`src/rtl/mc_pkg.sv`:
```
// Shared types and constants for the multicycle main control FSM.
// Holds the state encoding, mux select codes, opcodes and the DECODE dispatch.
package mc_pkg;

  typedef enum logic [3:0] {
    S_FETCH    = 4'd0,
    S_DECODE   = 4'd1,
    S_MEMADR   = 4'd2,
    S_MEMRD    = 4'd3,
    S_MEMWB    = 4'd4,
    S_MEMWR    = 4'd5,
    S_EXECUTER = 4'd6,
    S_EXECUTEI = 4'd7,
    S_ALUWB    = 4'd8,
    S_BRANCH   = 4'd9,
    S_MULEX    = 4'd10,
    S_MULWB_LO = 4'd11,
    S_MULWB_HI = 4'd12
  } state_t;

  localparam logic [1:0] SRCA_REG    = 2'b00;
  localparam logic [1:0] SRCA_PC     = 2'b01;
  localparam logic [1:0] SRCA_ALUOUT = 2'b10;

  localparam logic [1:0] SRCB_REG    = 2'b00;
  localparam logic [1:0] SRCB_IMM    = 2'b01;
  localparam logic [1:0] SRCB_FOUR   = 2'b10;

  localparam logic [1:0] RES_ALUOUT  = 2'b00;
  localparam logic [1:0] RES_DATA    = 2'b01;
  localparam logic [1:0] RES_ALU     = 2'b10;

  localparam logic [1:0] OP_DP       = 2'b00;
  localparam logic [1:0] OP_MEM      = 2'b01;
  localparam logic [1:0] OP_BR       = 2'b10;

  typedef struct packed {
    logic       ir_write;
    logic       next_pc;
    logic       reg_w;
    logic       mem_w;
    logic       branch;
    logic       alu_op;
    logic       adr_src;
    logic [1:0] alu_src_a;
    logic [1:0] alu_src_b;
    logic [1:0] result_src;
    logic       wb_hi;
    logic       mul_start;
    logic       illegal;
  } ctrl_t;

  // Successor of DECODE; returning S_FETCH from here means the opcode is illegal.
  function automatic state_t decode_next(input logic [1:0] op,
                                         input logic       funct_i,
                                         input logic       is_mul,
                                         input logic       is_long,
                                         input logic       long_en);
    state_t nx;
    nx = S_FETCH;
    case (op)
      OP_MEM: nx = S_MEMADR;
      OP_BR:  nx = S_BRANCH;
      OP_DP: begin
        if (is_mul) nx = (!is_long || long_en) ? S_MULEX : S_FETCH;
        else        nx = funct_i ? S_EXECUTEI : S_EXECUTER;
      end
      default: nx = S_FETCH;
    endcase
    return nx;
  endfunction

endpackage

```
`src/rtl/mc_latcnt.sv`:
```
// Loadable down-counter that times the iterative multiply phase.
// Load wins over enable; the count stops at zero.
module mc_latcnt #(
  parameter int W = 3
) (
  input  logic         clk,
  input  logic         reset,
  input  logic         load,
  input  logic         en,
  input  logic [W-1:0] load_val,
  output logic [W-1:0] cnt,
  output logic         zero
);

  always_ff @(posedge clk or negedge reset) begin
    if (!reset)                  cnt <= '0;
    else if (load)               cnt <= load_val;
    else if (en && (cnt != '0))  cnt <= cnt - W'(1);
  end

  assign zero = (cnt == '0);

endmodule

```
`src/rtl/mc_mainfsm_ext.sv`:
```
// Multicycle ARM main control FSM with memory wait states, an iterative
// multiply phase and a two-cycle write-back for 64-bit long multiplies.
import mc_pkg::*;

module mc_mainfsm_ext #(
  parameter int MUL_CYCLES = 4,
  parameter int LONG_MUL   = 1,
  parameter int MEM_WAIT   = 1
) (
  input  logic       clk,
  input  logic       reset,
  input  logic [1:0] op,
  input  logic [5:0] funct,
  input  logic       is_mul,
  input  logic       is_long,
  input  logic       mem_ready,
  output logic       IRWrite,
  output logic       NextPC,
  output logic       RegW,
  output logic       MemW,
  output logic       Branch,
  output logic       ALUOp,
  output logic       AdrSrc,
  output logic [1:0] ALUSrcA,
  output logic [1:0] ALUSrcB,
  output logic [1:0] ResultSrc,
  output logic       wb_hi,
  output logic       mul_start,
  output logic       illegal,
  output logic [3:0] state_o
);

  localparam int CW = $clog2(MUL_CYCLES + 1);

  state_t        state;
  state_t        state_nx;
  state_t        dec_nx;
  ctrl_t         ctrl;
  logic          mem_ok;
  logic          long_en;
  logic          cnt_load;
  logic          cnt_en;
  logic          cnt_zero;
  logic [CW-1:0] cnt;
  logic          unused_funct;

  assign mem_ok       = (MEM_WAIT != 0) ? mem_ready : 1'b1;
  assign long_en      = (LONG_MUL != 0);
  assign dec_nx       = decode_next(op, funct[5], is_mul, is_long, long_en);
  assign unused_funct = ^funct[4:1];

  // The counter is loaded on the DECODE->MULEX edge so MULEX starts at MUL_CYCLES-1.
  assign cnt_load = (state == S_DECODE) && (dec_nx == S_MULEX);
  assign cnt_en   = (state == S_MULEX);

  mc_latcnt #(.W(CW)) u_latcnt (
    .clk      (clk),
    .reset    (reset),
    .load     (cnt_load),
    .en       (cnt_en),
    .load_val (CW'(MUL_CYCLES - 1)),
    .cnt      (cnt),
    .zero     (cnt_zero)
  );

  always_ff @(posedge clk or negedge reset) begin
    if (!reset) state <= S_FETCH;
    else        state <= state_nx;
  end

  always_comb begin
    state_nx = state;
    case (state)
      S_FETCH:    state_nx = mem_ok ? S_DECODE : S_FETCH;
      S_DECODE:   state_nx = dec_nx;
      S_MEMADR:   state_nx = funct[0] ? S_MEMRD : S_MEMWR;
      S_MEMRD:    state_nx = mem_ok ? S_MEMWB : S_MEMRD;
      S_MEMWB:    state_nx = S_FETCH;
      S_MEMWR:    state_nx = mem_ok ? S_FETCH : S_MEMWR;
      S_EXECUTER: state_nx = S_ALUWB;
      S_EXECUTEI: state_nx = S_ALUWB;
      S_ALUWB:    state_nx = S_FETCH;
      S_BRANCH:   state_nx = S_FETCH;
      S_MULEX:    state_nx = cnt_zero ? S_MULWB_LO : S_MULEX;
      S_MULWB_LO: state_nx = (is_long && long_en) ? S_MULWB_HI : S_FETCH;
      S_MULWB_HI: state_nx = S_FETCH;
      default:    state_nx = S_FETCH;
    endcase
  end

  always_comb begin
    ctrl = '0;
    case (state)
      S_FETCH: begin
        ctrl.alu_src_a  = SRCA_PC;
        ctrl.alu_src_b  = SRCB_FOUR;
        ctrl.result_src = RES_ALU;
        ctrl.ir_write   = mem_ok;
        ctrl.next_pc    = mem_ok;
      end
      S_DECODE: begin
        ctrl.alu_src_a  = SRCA_PC;
        ctrl.alu_src_b  = SRCB_FOUR;
        ctrl.result_src = RES_ALU;
        ctrl.illegal    = (dec_nx == S_FETCH);
      end
      S_MEMADR:   ctrl.alu_src_b = SRCB_IMM;
      S_MEMRD:    ctrl.adr_src   = 1'b1;
      S_MEMWB: begin
        ctrl.result_src = RES_DATA;
        ctrl.reg_w      = 1'b1;
      end
      S_MEMWR: begin
        ctrl.adr_src = 1'b1;
        ctrl.mem_w   = 1'b1;
      end
      S_EXECUTER: ctrl.alu_op = 1'b1;
      S_EXECUTEI: begin
        ctrl.alu_op    = 1'b1;
        ctrl.alu_src_b = SRCB_IMM;
      end
      S_ALUWB:    ctrl.reg_w = 1'b1;
      S_BRANCH: begin
        ctrl.alu_src_a  = SRCA_ALUOUT;
        ctrl.alu_src_b  = SRCB_IMM;
        ctrl.result_src = RES_ALU;
        ctrl.branch     = 1'b1;
      end
      S_MULEX: begin
        ctrl.alu_op = 1'b1;
        // The count only holds MUL_CYCLES-1 on the entry cycle.
        ctrl.mul_start = (cnt == CW'(MUL_CYCLES - 1));
      end
      S_MULWB_LO: ctrl.reg_w = 1'b1;
      S_MULWB_HI: begin
        ctrl.reg_w = 1'b1;
        ctrl.wb_hi = 1'b1;
      end
      default: ctrl = '0;
    endcase
    // While reset is held the state already reads FETCH; only the strobes need masking.
    if (!reset) begin
      ctrl.ir_write  = 1'b0;
      ctrl.next_pc   = 1'b0;
      ctrl.reg_w     = 1'b0;
      ctrl.mem_w     = 1'b0;
      ctrl.branch    = 1'b0;
      ctrl.alu_op    = 1'b0;
      ctrl.wb_hi     = 1'b0;
      ctrl.mul_start = 1'b0;
      ctrl.illegal   = 1'b0;
    end
  end

  assign IRWrite   = ctrl.ir_write;
  assign NextPC    = ctrl.next_pc;
  assign RegW      = ctrl.reg_w;
  assign MemW      = ctrl.mem_w;
  assign Branch    = ctrl.branch;
  assign ALUOp     = ctrl.alu_op;
  assign AdrSrc    = ctrl.adr_src;
  assign ALUSrcA   = ctrl.alu_src_a;
  assign ALUSrcB   = ctrl.alu_src_b;
  assign ResultSrc = ctrl.result_src;
  assign wb_hi     = ctrl.wb_hi;
  assign mul_start = ctrl.mul_start;
  assign illegal   = ctrl.illegal;
  assign state_o   = state;

endmodule

```
`config.mk`:
```
export PLATFORM = sky130hd
export DESIGN_NAME = mc_mainfsm_ext
export DESIGN_NICKNAME = d
export VERILOG_FILES = /design/src/rtl/mc_pkg.sv /design/src/rtl/mc_latcnt.sv /design/src/rtl/mc_mainfsm_ext.sv
export SDC_FILE = /design/constraint.sdc
export NUM_CORES = 1
export LEC_CHECK = 0
export CORE_MARGIN = 2
export CORE_UTILIZATION = 40
export DETAILED_ROUTE_END_ITERATION = 8
export GPL_TIMING_DRIVEN = 0
export PLACE_DENSITY = 0.77
export SYNTH_ARGS = -nofsm -noshare
export SYNTH_HDL_FRONTEND = slang
export SYNTH_HIERARCHICAL = 1
export SYNTH_SLANG_ARGS = --single-unit
```
`constraint.sdc`:
```
create_clock -name clk -period 2.7 [get_ports clk]
set_input_delay 0.27 -clock clk [delete_from_list [all_inputs] [get_ports clk]]
set_output_delay 0.27 -clock clk [all_outputs]
set_load 0.01 [all_outputs]
```
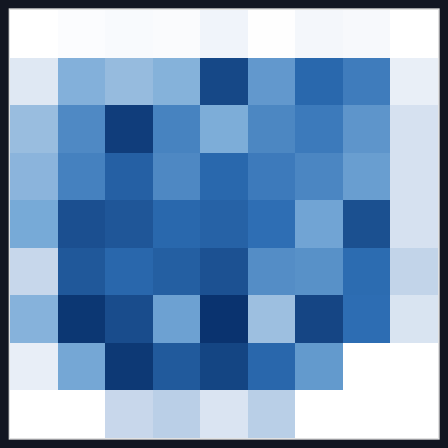
(run_1/util_map.png)
The die is cut into 9 by 9 equal tiles; white is low, dark blue is high, 0 to 100% covered.
densest ninth of the die: centre
tiles over 75% full: 30%
fullest tile: 99%
Initial Utilization: 44.2%
Final Util: 65.4%
core area: 0.00156 sq mm

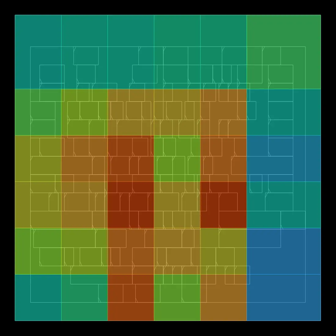
(run_1/congestion_map.png)
met2 usage: 33.2%
All-Layer GR Usage: 21.4%
grt met3 use: 7.14%
drt wl/cell: 13.4 microns

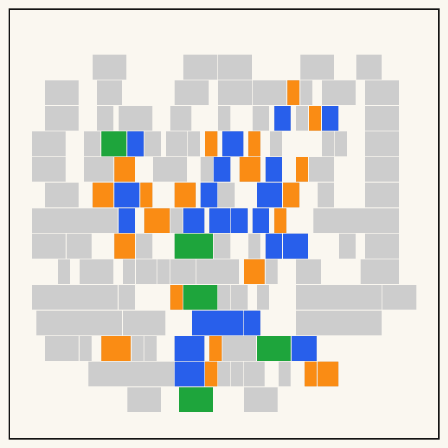
(run_1/gates.png)
[and/or cells] green | cells: 5
[aoi and oai cells] blue | cells: 21
[nand cells] orange | cells: 21

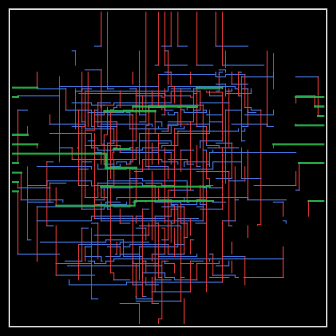
(run_1/layers.png)
[M2] red | wire length: 919 microns
[M1] blue | wire length: 914 microns
[M3] green | wire length: 117 microns

[run 1: worst max-delay path by stage]
stage | startpoint | slack (ns) | endpoint
after floorplan | state_o[3] | 0.75 | u_latcnt/cnt[1]
after global placement | reset | 0.30 | NextPC
after detailed placement | reset | 0.25 | NextPC
after CTS | reset | 0.24 | NextPC
after global routing | reset | 0.07 | NextPC
final | reset | 0.28 | NextPC
[run 1: layer usage]
metal	routed length [microns]	vias to the layer above	share of wire (%)	global-route usage, %
met5	0	-	0	0
met4	0	0	0	1.76
met3	116	0	6.0	7.14
met2	918	29	47	33.2
met1	913	389	47	29.8
li1	-	400	-	-
[run 1: cell usage after synthesis, types with 3 or more instances]
| cell | n | area, sq um |
|---|---|---|
| a21oi_1 | 5 | 25.0 |
| buf_2 | 4 | 20.0 |
| inv_1 | 6 | 22.5 |
| nor2_1 | 11 | 41.3 |
| dfrtp_1 | 7 | 175 |
| nand2b_1 | 7 | 43.8 |
| nor3_1 | 7 | 35.0 |
| o21ai_0 | 6 | 30.0 |
| or4b_1 | 3 | 30.0 |
| nand2_1 | 11 | 41.3 |
[run 1: layout make-up]
class                      instances  area share [%]
buffer                             7            4.17
clock buffer                       4            2.58
inverter                           6            2.21
multi-input combinational         77            44.4
sequential                         7            17.2
tap                               16            1.96
timing repair buffer              28            27.5
[run 1: report_power, final]
part           total (uW)  leakage [uW]  switching, uW  internal, uW
Combinational         724      0.000297            367           357
Clock                96.6     0.0000150           40.1          56.5
Sequential            186     0.0000893           33.7           152
Total                1010      0.000401            441           565
[run 1: cell families after synthesis]
family | Yosys count | synth area share [%]
other | 2 | 1.09
xor gates and xnor gates | 1 | 1.27
DFF | 7 | 25.4
buffers and inverters | 13 | 9.44
adders and majority gates | 2 | 3.63
and+or+nand+nor | 50 | 39.4
AOI/OAI and AO/OA | 21 | 19.8
==> metrics.yaml, run 1 <==
clock_network:
  insertion_delay_ns: 0.25
  postCtsHoldBufs: 0
  clockRootBuffer: "clkbuf_4"
  htreeDepth: 1
  post-cts-setup-buffers: 0
power:
  finalPower_uw: 1010
  leakage_uw: 0.000401
  power_density_mw_per_mm2: 986
setup_path:
  cp_max_fo: 11
  critical_path_required_ns: 2.43
  worst-path-stages: 5
  rr_endpoint: "u_latcnt/cnt[2]"
  path_class: "in -> out"
  slowest_stage: "clkdlybuf4s50_1"
  r2r_start: "state_o[3]"
  arrival_ns: 2.15
  critPathBufInv: 4
routing:
  dr.pass1.iters: 4
  drc: 0
  drtIter0Drc: 24
synth:
  synth_area_sq_um: 689
  ys_seq_share_pct: 25.4
  yosys_most_used_dff: "dfrtp_1"
  async_flop_share_pct: 100
  synth.avg_cell_area_sq_um: 7.18
sta:
  relSlewSlack_pct: 50.1
  period_minus_slack_ns: 2.42
  fin_skew_ns: 0.00810
  holdWs_ns: 0.336
  hold_viol: 0
  grt_setup_unrepaired: "false"
  finalClockPeriodUsage_pct: 89.6
floorplan:
  die_y_microns: 45.5
  dieArea_sq_mm: 0.00207
place:
  hpwlAfterDp_microns: 1470
  post-place-ws_ns: 0.247
  placedCellCount: 141
global_route:
  grt_pass1_wl_microns: 3220
  grt_antenna_before_repair: 0
  grt_max_degree: 12
cells_and_area:
  drive_gt1_share_pct: 8.53
  comb_area_sq_um: 453
  seq_area_sq_um: 175
  n_antenna_cell: 0
  layout.cells.non_filler: 145
  nets: 145
  nFillCells: 144
outcome:
  status: "completed"
--- run 2 (diff from run 1) ---
--- a/config.mk
+++ b/config.mk
@@ -10,6 +10,7 @@
 export DETAILED_ROUTE_END_ITERATION = 8
 export GPL_TIMING_DRIVEN = 0
 export PLACE_DENSITY = 0.77
+export SETUP_SLACK_MARGIN = 0.4
 export SYNTH_ARGS = -nofsm -noshare
 export SYNTH_HDL_FRONTEND = slang
 export SYNTH_HIERARCHICAL = 1
==> run 2 against run 1 <==
Net effect: first-iteration DRC count decreased by 17%; final cell count did not move; critical path depth increased by 1; routed wire length decreased by 1.0%; sequential power hardly changed; global-route usage down 0.082 points; largest cell class unchanged.
==> metrics.yaml, run 2 <==
cells_and_area:
  drive_gt1_share_pct: 10.9  # +2.3 points
  seq_area_sq_um: 175  # unchanged
  nets: 145  # unchanged
  comb_area_sq_um: 463  # +2.2%
  n_antenna_cell: 0  # unchanged
setup_path:
  critical_path_required_ns: 2.43  # about the same
  path_class: "reg -> out"
  r2r_start: "state_o[3]"
  rr_endpoint: "u_latcnt/cnt[2]"
  cp-startpoint: "state_o[0]"
  cp_max_fo: 10  # -1
clock_network:
  insertion_delay_ns: 0.26  # about the same
  postCtsHoldBufs: 0  # unchanged
synth:
  topCombFamilyByArea: "simple AND/OR/NAND/NOR gates"
  async_flop_share_pct: 100  # unchanged
  top_area_share_pct: 25.4  # unchanged
  ys_seq_share_pct: 25.4  # unchanged
  simple_gate_area_share_pct: 39.4  # unchanged
  common_cells: "nand2_1, nor2_1, dfrtp_1, nand2b_1, nor3_1"
  xor_share_pct: 1.27  # unchanged
  synth.area.mux_share_pct: 0  # unchanged
  synthAoiAreaFrac_pct: 19.8  # unchanged
  top_cells_by_area: "dfrtp_1, nand2b_1, nand2_1"
  synth_area_sq_um: 689  # unchanged
  adder_share_pct: 3.63  # unchanged
routing:
  drtIter0Drc: 20  # -17%
  dr.pass1.iters: 4  # unchanged
outcome:
  status: "completed"
sta:
  finalClockPeriodUsage_pct: 82.9  # -6.7 points
  period_minus_slack_ns: 2.24  # -0.181 ns
  fin_skew_ns: 0.00799  # -0.000103 ns
  grt_setup_unrepaired: "true"
global_route:
  grt_max_degree: 12  # unchanged
  grt_pass1_wl_microns: 3200  # -0.65%
  grt_antenna_before_repair: 0  # unchanged
  globalRouteTotalUtil_pct: 21.3  # -0.082 points
floorplan:
  die_y_microns: 45.5  # unchanged
  dieArea_sq_mm: 0.00207  # unchanged
  core_area_sq_mm: 0.00156  # unchanged
  initCoreUtil_pct: 44.2  # unchanged
power:
  leakage_uw: 0.000428  # +6.6%
  power_density_mw_per_mm2: 974  # -1.3%
run 2: layout make-up:
type                            instances  area share, %
Sequential cell                         7           17.0
Tap cell                               16           1.94
Timing Repair Buffer                   28           27.3
Inverter                                6           2.18
Buffer                                  7           4.24
Clock buffer                            4           2.55
Multi-Input combinational cell         77           44.8
run 2: metal layers:
| metal | vias up | part of all wire (%) | wire length (microns) | GRT usage (%) |
|---|---|---|---|---|
| met5 | - | 0 | 0 | 0 |
| met4 | 0 | 0 | 0 | 1.76 |
| met3 | 0 | 8.0 | 155 | 7.14 |
| met2 | 36 | 47 | 897 | 33.2 |
| met1 | 370 | 45 | 875 | 29.5 |
| li1 | 404 | - | - | - |
run 2: metrics by stage:
stage,cells,total power [uW],setup slack [ns],utilization [%],hold WS [ns]
floorplan,97,599,0.747,-,-0.0256
global placement,141,879,0.299,63.7,0.599
detailed placement,141,899,0.247,63.7,0.610
CTS,145,1010,0.423,65.7,0.0700
global route,145,1090,0.326,66.2,0.113
finish,145,1010,0.463,66.2,0.0641
run 2: power by group:
part | switching (uW) | internal (uW) | leakage (uW) | total (uW)
combinational | 363 | 359 | 0.000324 | 722
sequential | 33.2 | 152 | 0.0000893 | 185
clock | 41.5 | 56.6 | 0.0000150 | 98.1
total | 438 | 568 | 0.000428 | 1010
run 2: cells by family after synthesis:
| logic type | Yosys count |
|---|---|
| AND-OR/OR-AND | 21 |
| XOR/XNOR | 1 |
| adder cells (fa/ha/maj) | 2 |
| buffers and inverters | 13 |
| flip-flops | 7 |
| other | 2 |
| AND/OR/NAND/NOR | 50 |
run 2: worst max-delay path: stages (launching register included):
cell,delay (ns)
dfrtp_1,0.41
buf_2,0.19
nand2b_1,0.25
nor2_1,0.12
a21oi_1,0.05
o22ai_1,0.13
clkdlybuf4s50_1,0.56
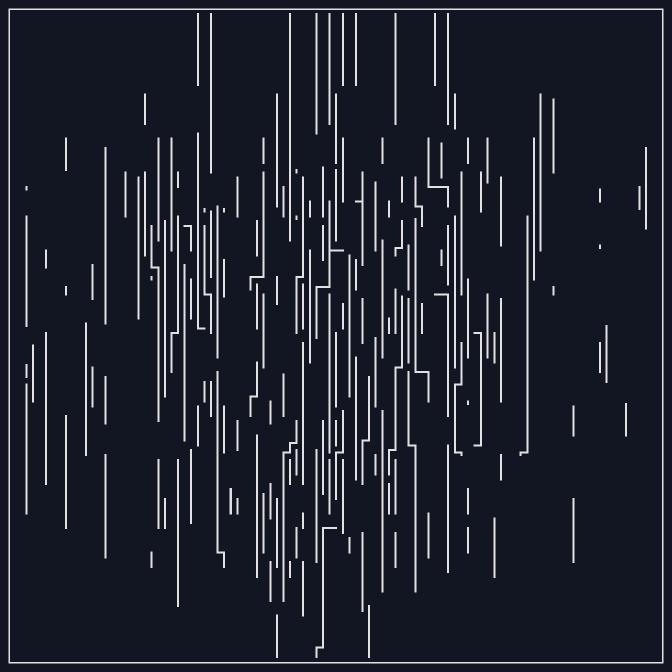
(run_2/m2.png)
wire length on this layer: 897 microns
nets with wire on the layer: 122
main direction: vertical
share of all routed wire: 47%
longest straight run: 16.5 microns
WL final: 1930 microns
Vias: 810

Power figures rest on the tool's default switching activity, not on a simulated workload.
